### config.mk
export PLATFORM = sky130hd
export DESIGN_NAME = id_ex_pipe_stage
export DESIGN_NICKNAME = d
export VERILOG_FILES = /design/src/rtl/id_ex_pipe_stage.sv
export SDC_FILE = /design/constraint.sdc
export NUM_CORES = 1
export LEC_CHECK = 0
export CORE_MARGIN = 1
export CORE_UTILIZATION = 42
export CTS_CLUSTER_DIAMETER = 30
export DETAILED_ROUTE_END_ITERATION = 8
export PLACE_DENSITY = 0.87
export SYNTH_ARGS = -nofsm -noshare
export SYNTH_HDL_FRONTEND = slang
export SYNTH_SLANG_ARGS = --single-unit
### constraint.sdc
create_clock -name clk -period 2.4 [get_ports clk]
set_input_delay 0.24 -clock clk [delete_from_list [all_inputs] [get_ports clk]]
set_output_delay 0.24 -clock clk [all_outputs]
set_load 0.01 [all_outputs]
### src/rtl/id_ex_pipe_stage.sv
// ============================================================================
// Module      : id_ex_pipe_stage
// Description : ID->EX pipeline register with valid/ready handshake and flush.
//               Define ID_EX_SKID_EN for a 2-entry skid buffer with a
//               registered in_ready; otherwise a single register stage.
// Revision    : 1.0 - initial release
// ============================================================================
`default_nettype none

module id_ex_pipe_stage #(
    parameter int DATA_W  = 32,
    parameter int NUM_OPS = 2,
    parameter int CTRL_W  = 8,
    parameter int RD_W    = 5
) (
    input  logic                      clk,
    input  logic                      reset,
    input  logic                      in_valid,
    output logic                      in_ready,
    input  logic [DATA_W-1:0]         in_nextpc,
    input  logic [NUM_OPS*DATA_W-1:0] in_ops,
    input  logic [DATA_W-1:0]         in_imm,
    input  logic [CTRL_W-1:0]         in_ctrl,
    input  logic [RD_W-1:0]           in_rd,
    input  logic                      flush,
    output logic                      out_valid,
    input  logic                      out_ready,
    output logic [DATA_W-1:0]         out_nextpc,
    output logic [NUM_OPS*DATA_W-1:0] out_ops,
    output logic [DATA_W-1:0]         out_imm,
    output logic [CTRL_W-1:0]         out_ctrl,
    output logic [RD_W-1:0]           out_rd,
    output logic [1:0]                occupancy
);

    localparam int c_BUNDLE_W = DATA_W * (NUM_OPS + 2) + CTRL_W + RD_W;

    logic [c_BUNDLE_W-1:0] w_in_bundle;
    logic [c_BUNDLE_W-1:0] r_head;
    logic [CTRL_W-1:0]     w_head_ctrl;
    logic [1:0]            r_occ;
    logic [1:0]            w_occ_nxt;
    logic                  r_rdy;
    logic                  w_out_valid;
    logic                  w_in_xfer;
    logic                  w_out_xfer;

    assign w_in_bundle = {in_nextpc, in_ops, in_imm, in_ctrl, in_rd};
    assign w_out_valid = (r_occ != 2'd0);
    assign w_in_xfer   = in_valid && in_ready && !flush;
    assign w_out_xfer  = w_out_valid && out_ready;

    always_comb begin
        w_occ_nxt = r_occ;
        if (flush) begin
            w_occ_nxt = 2'd0;
        end else if (w_in_xfer && !w_out_xfer) begin
            w_occ_nxt = r_occ + 2'd1;
        end else if (!w_in_xfer && w_out_xfer) begin
            w_occ_nxt = r_occ - 2'd1;
        end
    end

`ifdef ID_EX_SKID_EN
    logic [c_BUNDLE_W-1:0] r_skid;

    // The skid entry only fills while the head is stalled; it drains into the head first.
    always_ff @(posedge clk or negedge reset) begin
        if (!reset) begin
            r_occ  <= 2'd0;
            r_rdy  <= 1'b0;
            r_head <= '0;
            r_skid <= '0;
        end else begin
            r_occ <= w_occ_nxt;
            r_rdy <= (w_occ_nxt != 2'd2);
            if (!flush) begin
                if (r_occ == 2'd2 && w_out_xfer) begin
                    r_head <= r_skid;
                end else if (w_in_xfer && (r_occ == 2'd0 || w_out_xfer)) begin
                    r_head <= w_in_bundle;
                end else if (w_in_xfer) begin
                    r_skid <= w_in_bundle;
                end
            end
        end
    end

    assign in_ready = r_rdy;
`else
    always_ff @(posedge clk or negedge reset) begin
        if (!reset) begin
            r_occ  <= 2'd0;
            r_rdy  <= 1'b0;
            r_head <= '0;
        end else begin
            r_occ <= w_occ_nxt;
            r_rdy <= 1'b1;
            if (w_in_xfer) begin
                r_head <= w_in_bundle;
            end
        end
    end

    // r_rdy keeps the stage closed until the first edge after reset release.
    assign in_ready = r_rdy && (out_ready || !w_out_valid);
`endif

    assign {out_nextpc, out_ops, out_imm, w_head_ctrl, out_rd} = r_head;
    assign out_ctrl  = w_out_valid ? w_head_ctrl : '0;
    assign out_valid = w_out_valid;
    assign occupancy = r_occ;

endmodule

`default_nettype wire
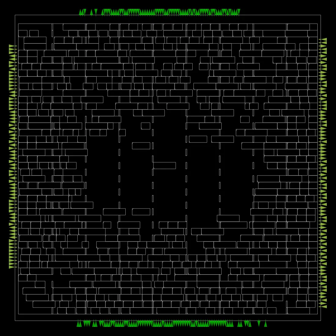
Run 1: placement view
Core ar.: 0.01475 mm²
fillers: 1070
flip-flops: 144

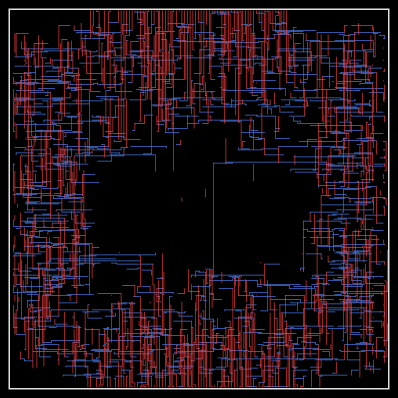
Run 1: metal layers overlaid
Drawn at 3 px/µm. Two of the layers only.
colour	layer	wire length
red	M2	7390 µm
blue	M1	5120 µm
drt total wl: 13870 µm
Tot GR Track Use: 18.20%

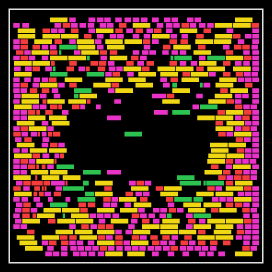
Run 1: placement by cell class
Drawn at 2 px/µm.
colour	class	cells	share of their area
magenta	remaining buffers and delay cells	302	34%
red	remaining logic cells	163	19%
yellow	sequential cells	144	40%
green	clock drivers and dummy loads	32	6.4%
design area: 0.009195 mm²
std cell rows: 44
Layout Utilization: 62.32%
Seq area share: 39.19%

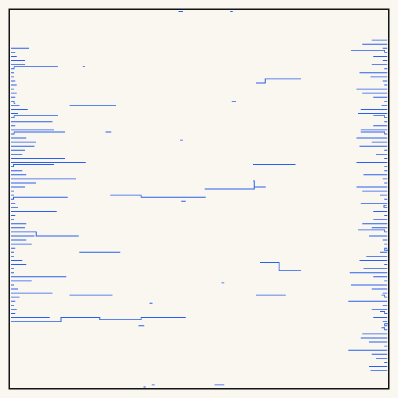
Run 1: signal wires on met3
Drawn at 3 px/µm.
share of all routed wire	7.4%
wire length on this layer	1030 µm
main direction	horizontal
nets with wire on the layer	156
longest straight run	24.6 µm
met3 usage: 6.415%
DR vias: 3844

==> impl_metrics.csv, run 1 <==
group,metric,value,unit
yosys,top_cell,"dfrtp_1",
setup_path,cp_cell_sequence,"o21ba_1, nor2b_1, clkdlybuf4s50_1",
yosys,muxShareOfSynthArea,24.59,%
placement,dp_cells,792,
placement,placedInstanceArea,0.008610,mm²
power,power,7823,µW
setup_path,crit_path_top_delay_cell,"clkdlybuf4s50_1",
placement,pre_cts_ws,0.2205,ns
yosys,synth.distinct_cells,18,
final_timing,setup_violations,0,
power,pwr-share-comb,26.6,%
grt,grt_pass1_vias,4351,
floorplanning,fp_util,43.76,%
route,dr.max_layer_used,"met4",
cells_and_area,logic_area,0.001715,mm²
cells_and_area,comb_cells,160,
cells_and_area,largest_reg_flops,141,
setup_path,r2r-start,"occupancy[1]",
final_timing,max_freq,492.1,MHz
cells_and_area,final_nets,774,
cells_and_area,largest-register,"r_head",
route,met1_length,5121,µm
cts,clkTransAtPathRegs,0.06,ns
cts,cts_resized,0,
route,dr_wl_met3,1033,µm
cells_and_area,clock_buffers,22,
setup_path,critical-path-max-stage-delay,0.56,ns
power,p_clk,2550,µW
run,warning_count,26,
yosys,top_area_cell,"dfrtp_1",
final_timing,finalWorstSetupSlack,0.3680,ns
cells_and_area,insertedDiodeCount,0,
setup_path,critical_path.max_fanout,5,
yosys,fp_nets,601,
yosys,ys_top_cells_by_count,"144 x dfrtp_1, 134 x buf_4, 90 x mux2_1",
floorplanning,dieArea,0.01587,mm²
cts,holdBufCountCts,1,
grt,grt-busiest-layer,"met2",
cts,cts_tree,"yes",
route,wl_per_cell,16.82,µm
route,first_iter_violations,104,
worst_hold_path,hold_class,"in2async",
floorplanning,fp.dieW,126.0,µm
cells_and_area,comb_area_share,18.66,%
floorplanning,taps,184,
route,vias_per_cell,4.659,
cells_and_area,flop_area,0.003603,mm²
setup_path,path_depth,3,
setup_path,crit_family,"buffers and inverters",
cells_and_area,stdcell_count,825,
power,sequentialPower,3190,µW
grt,grt-ovfl-total,0,
grt,met2_usage,32.92,%
yosys,synth_flop_count,144,
power,leakage,0.003806,µW
yosys,synth_seq_share,55.81,%
cells_and_area,drive_above_1_share,14.51,%
setup_path,reg2reg_to,"r_head[35]",
cells_and_area,largestClassByArea,"sequential cells",
power,power-top-group,"registers",
cts,cts_max_path_buffers,2,
setup_path,cp-endpoint,"in_ready",
final_timing,maxSlewViolCount,0,
setup_path,cp.arrival,1.79,ns
power,power_density,850.8,mW/mm²
final_timing,whs,0.3006,ns
cts,clkSinkCount,144,
power,comb_power,2080,µW
yosys,top_cells_by_area,"dfrtp_1 56%, mux2_1 16%, buf_4 16%, mux2_2 8.9%, buf_6 1.6%",
floorplanning,die_y,126.0,µm
grt,antenna_found_initial,0,
cts,post-cts-setup-buffers,0,
cells_and_area,clockNetworkAreaShare,6.259,%
setup_path,cp.buffers_inverters,1,
outcome,outcome,"complete, no violations",
yosys,yosysChipArea,0.006456,mm²
placement,port_buffers,290,
cells_and_area,syn2layout_area_growth,42.42,%
placement,gp_congestion,0.7039,
yosys,ff_type,"dfrtp_1",
final_timing,min_period,2.032,ns
route,drtAntennaViolNets,0,
final_timing,tns,0,ns
cts,clock_latency,0.41,ns
cts,cts_root_buf,"clkbuf_16",
power,clkPwrFrac,32.6,%
yosys,netlist_instances,455,
setup_path,rrSetupSlack,0.56,ns
route,drt_pass1_iterations,4,
grt,grt_use_met1,19.08,%
final_timing,period_used_share,84.67,%
setup_path,worstSetupPathType,"reg2out",
grt,grt_first_pass_wirelength,22260,µm
power,intPower,5862,µW
yosys,synth.logic.top_family,"multiplexers",
grt,grt_start_max_net_pins,58,
yosys,yosysWarnings,0,
yosys,edf_count,0,
yosys,fa_ha_area_share,0,%
yosys,synth_top_area_share,55.81,%
cells_and_area,buf_share,33.27,%
yosys,synthAoiAreaFrac,0.5039,%
cells_and_area,inv_count,3,
final_timing,final_hold_viol_count,0,
Run 1, register map, names as in the netlist:
Drawn at 4 px/µm. Other sequential cells in the stronger grey, the rest of the logic in the fainter grey.
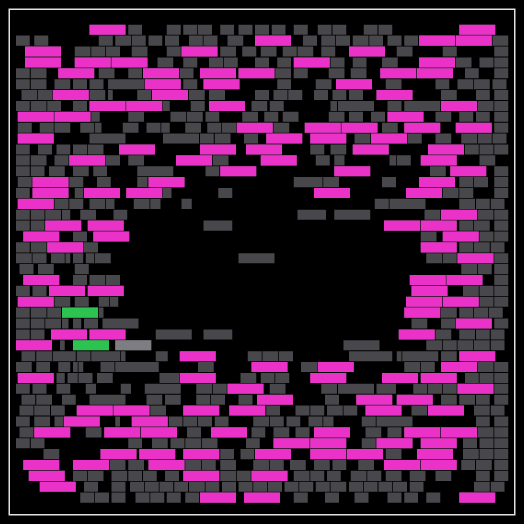

==> run 2, diff against run 1 <==
--- a/config.mk
+++ b/config.mk
@@ -6,10 +6,10 @@
 export NUM_CORES = 1
 export LEC_CHECK = 0
 export CORE_MARGIN = 1
-export CORE_UTILIZATION = 42
+export CORE_UTILIZATION = 38
 export CTS_CLUSTER_DIAMETER = 30
 export DETAILED_ROUTE_END_ITERATION = 8
-export PLACE_DENSITY = 0.87
+export PLACE_DENSITY = 0.83
 export SYNTH_ARGS = -nofsm -noshare
 export SYNTH_HDL_FRONTEND = slang
 export SYNTH_SLANG_ARGS = --single-unit
==> constraint.sdc (replaced) <==
create_clock -name clk -period 1.7 [get_ports clk]
set_input_delay 0.17 -clock clk [delete_from_list [all_inputs] [get_ports clk]]
set_output_delay 0.17 -clock clk [all_outputs]
set_load 0.01 [all_outputs]
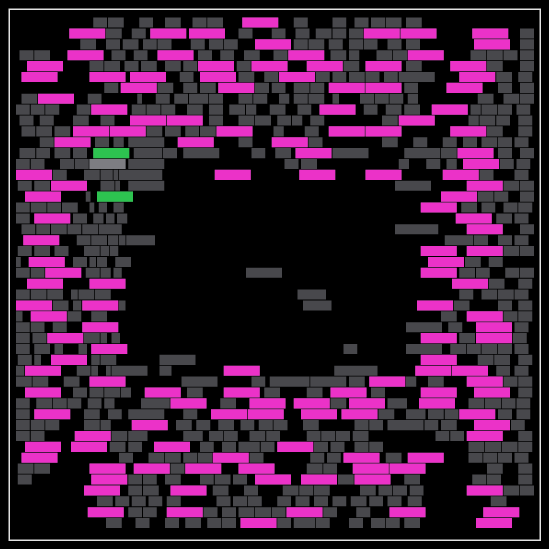
Run 2: register map, names as in the netlist
Drawn at 4 px/µm. Other sequential cells in the stronger grey, the rest of the logic in the fainter grey.
colour	signal	flops
magenta	`r_head`	141
green	`occupancy`	2
Layout Utilization: 57.04%
Seq power: 4500 µW
Seq area share: 38.10%
register area: 0.003603 mm²

==> run 2 against run 1 <==
Effect of this change: clock skew is 0.0037 ns lower; synthesized area did not move; wire length up 5.8%; largest cell class unchanged; highest routed layer unchanged.
==> impl_metrics.csv, run 2 <==
group,metric,value,unit
outcome,outcome,"complete, no violations",
setup_path,crit_family,"flip-flops",
yosys,fa_ha_area_share,0,%
power,power,11380,µW
yosys,async_flop_share,100.0,%
cts,cts_resized,34,
cells_and_area,comb_cells,160,
setup_path,critical_path.max_fanout,16,
power,comb_power,2990,µW
route,wl_per_cell,16.69,µm
route,vias_per_cell,4.527,
route,drt-total-wl,14670,µm
worst_hold_path,hold_class,"in2async",
cts,clkSinkCount,144,
grt,grt_use_total,17.45,%
yosys,synth.distinct_cells,18,
cells_and_area,insertedDiodeCount,0,
yosys,netlist_instances,455,
yosys,synth_top_area_share,55.81,%
grt,grt_use_met3,6.574,%
setup_path,start_kind,"register",
cts,clkTransAtPathRegs,0.06,ns
yosys,muxShareOfSynthArea,24.59,%
cells_and_area,clockNetworkAreaShare,6.640,%
cells_and_area,drive_above_1_share,18.51,%
setup_path,critical-path-max-stage-delay,0.40,ns
yosys,synthAoiAreaFrac,0.5039,%
floorplanning,fp_util,38.93,%
route,first_iter_violations,81,
cts,post-cts-setup-buffers,5,
cts,clock_latency,0.41,ns
floorplanning,die_y,132.3,µm
yosys,top_cells_by_area,"dfrtp_1 56%, mux2_1 16%, buf_4 16%, mux2_2 8.9%, buf_6 1.6%",
grt,grt_start_max_net_pins,53,
placement,pre_cts_ws,-0.2964,ns
yosys,synth_seq_share,55.81,%
floorplanning,dieArea,0.01752,mm²
grt,met2_usage,31.37,%
setup_path,crit_path_top_delay_cell,"dfrtp_1",
final_timing,whs,0.2140,ns
cells_and_area,comb_area_share,18.29,%
route,drtAntennaViolNets,0,
power,p_clk,3890,µW
grt,grt_use_met1,18.04,%
placement,gp_congestion,0.7812,
cells_and_area,stdcell_count,879,
placement,port_buffers,290,
cells_and_area,flops,144,
cells_and_area,inv_count,3,
setup_path,cp_cell_sequence,"o21ba_1, nor3_4, buf_6, buf_12, mux2_1",
route,drt_pass1_iterations,4,
setup_path,cp.arrival,1.95,ns
placement,dp_cells,838,
cells_and_area,largest-register,"r_head",
route,met1_length,5454,µm
power,p_sw,2799,µW
setup_path,cp-endpoint,"r_head[47]",
grt,grt_first_pass_wirelength,23610,µm
yosys,ys_top_cells_by_count,"144 x dfrtp_1, 134 x buf_4, 90 x mux2_1",
final_timing,maxSlewViolCount,0,
yosys,fp_nets,601,
setup_path,setup.worst_path.start,"occupancy[0]",
cells_and_area,syn2layout_area_growth,46.51,%
setup_path,reg2reg_to,"r_head[47]",
setup_path,path_depth,5,
power,power-top-group,"registers",
grt,antenna_found_initial,0,
power,power_density,1203,mW/mm²
cells_and_area,logic_area,0.001730,mm²
power,clkPwrFrac,34.2,%
final_timing,period_used_share,97.70,%
setup_path,rrSetupSlack,0.04,ns
yosys,synth.logic.top_family,"multiplexers",
cells_and_area,clock_buffers,24,
yosys,netlist_area,0.006456,mm²
power,leakage,0.003961,µW
final_timing,max_freq,602.1,MHz
setup_path,worstSetupPathType,"reg2reg",
yosys,ff_type,"dfrtp_1",
grt,grt-ovfl-total,0,
yosys,yosysWarnings,0,
setup_path,cp.buffers_inverters,2,
cells_and_area,final_nets,792,
yosys,synth_flop_count,144,
cts,holdBufCountCts,1,
setup_path,r2r-start,"occupancy[0]",
yosys,top_area_cell,"dfrtp_1",
yosys,syn_area_per_cell,14.19,µm²
run,warning_count,28,
final_timing,tns,0,ns
cells_and_area,largestClassByArea,"sequential cells",
cts,cts_root_buf,"clkbuf_16",
cts,cts_max_path_buffers,2,
final_timing,setup_violations,0,
grt,grt-busiest-layer,"met2",
yosys,synth_xor_xnor_area_share,0,%
floorplanning,fp.dieW,132.3,µm
power,intPower,8584,µW
cells_and_area,fill_cells,1330,
yosys,yosysChipArea,0.006456,mm²
route,dr.max_layer_used,"met4",
grt,grt_pass1_vias,4651,
placement,placedInstanceArea,0.008742,mm²
cts,htreeDepth,4,
power,peakVddDrop,0.5933,mV
placement,hpwl,11100,µm
cts,cts_tree,"yes",
floorplanning,taps,220,
final_timing,min_period,1.661,ns
route,dr_wl_met3,1141,µm
cells_and_area,buf_share,33.94,%
route,via_count,3979,
final_timing,final_hold_viol_count,0,
power,pwr-share-comb,26.2,%
cells_and_area,largest_reg_flops,141,
final_timing,finalWorstSetupSlack,0.03912,ns
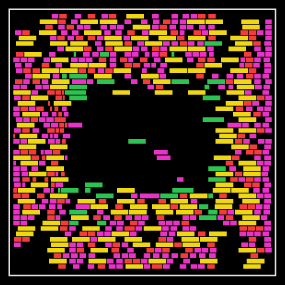
Run 2: placement by cell class
Drawn at 2 px/µm.
colour	class	cells	share of their area
magenta	remaining buffers and delay cells	320	35%
yellow	sequential cells	144	39%
green	clock drivers and dummy loads	32	6.8%
red	remaining logic cells	163	19%
Core ar.: 0.01658 mm²
std cell rows: 47
design area: 0.009459 mm²

Power figures rest on the tool's default switching activity, not on a simulated workload.
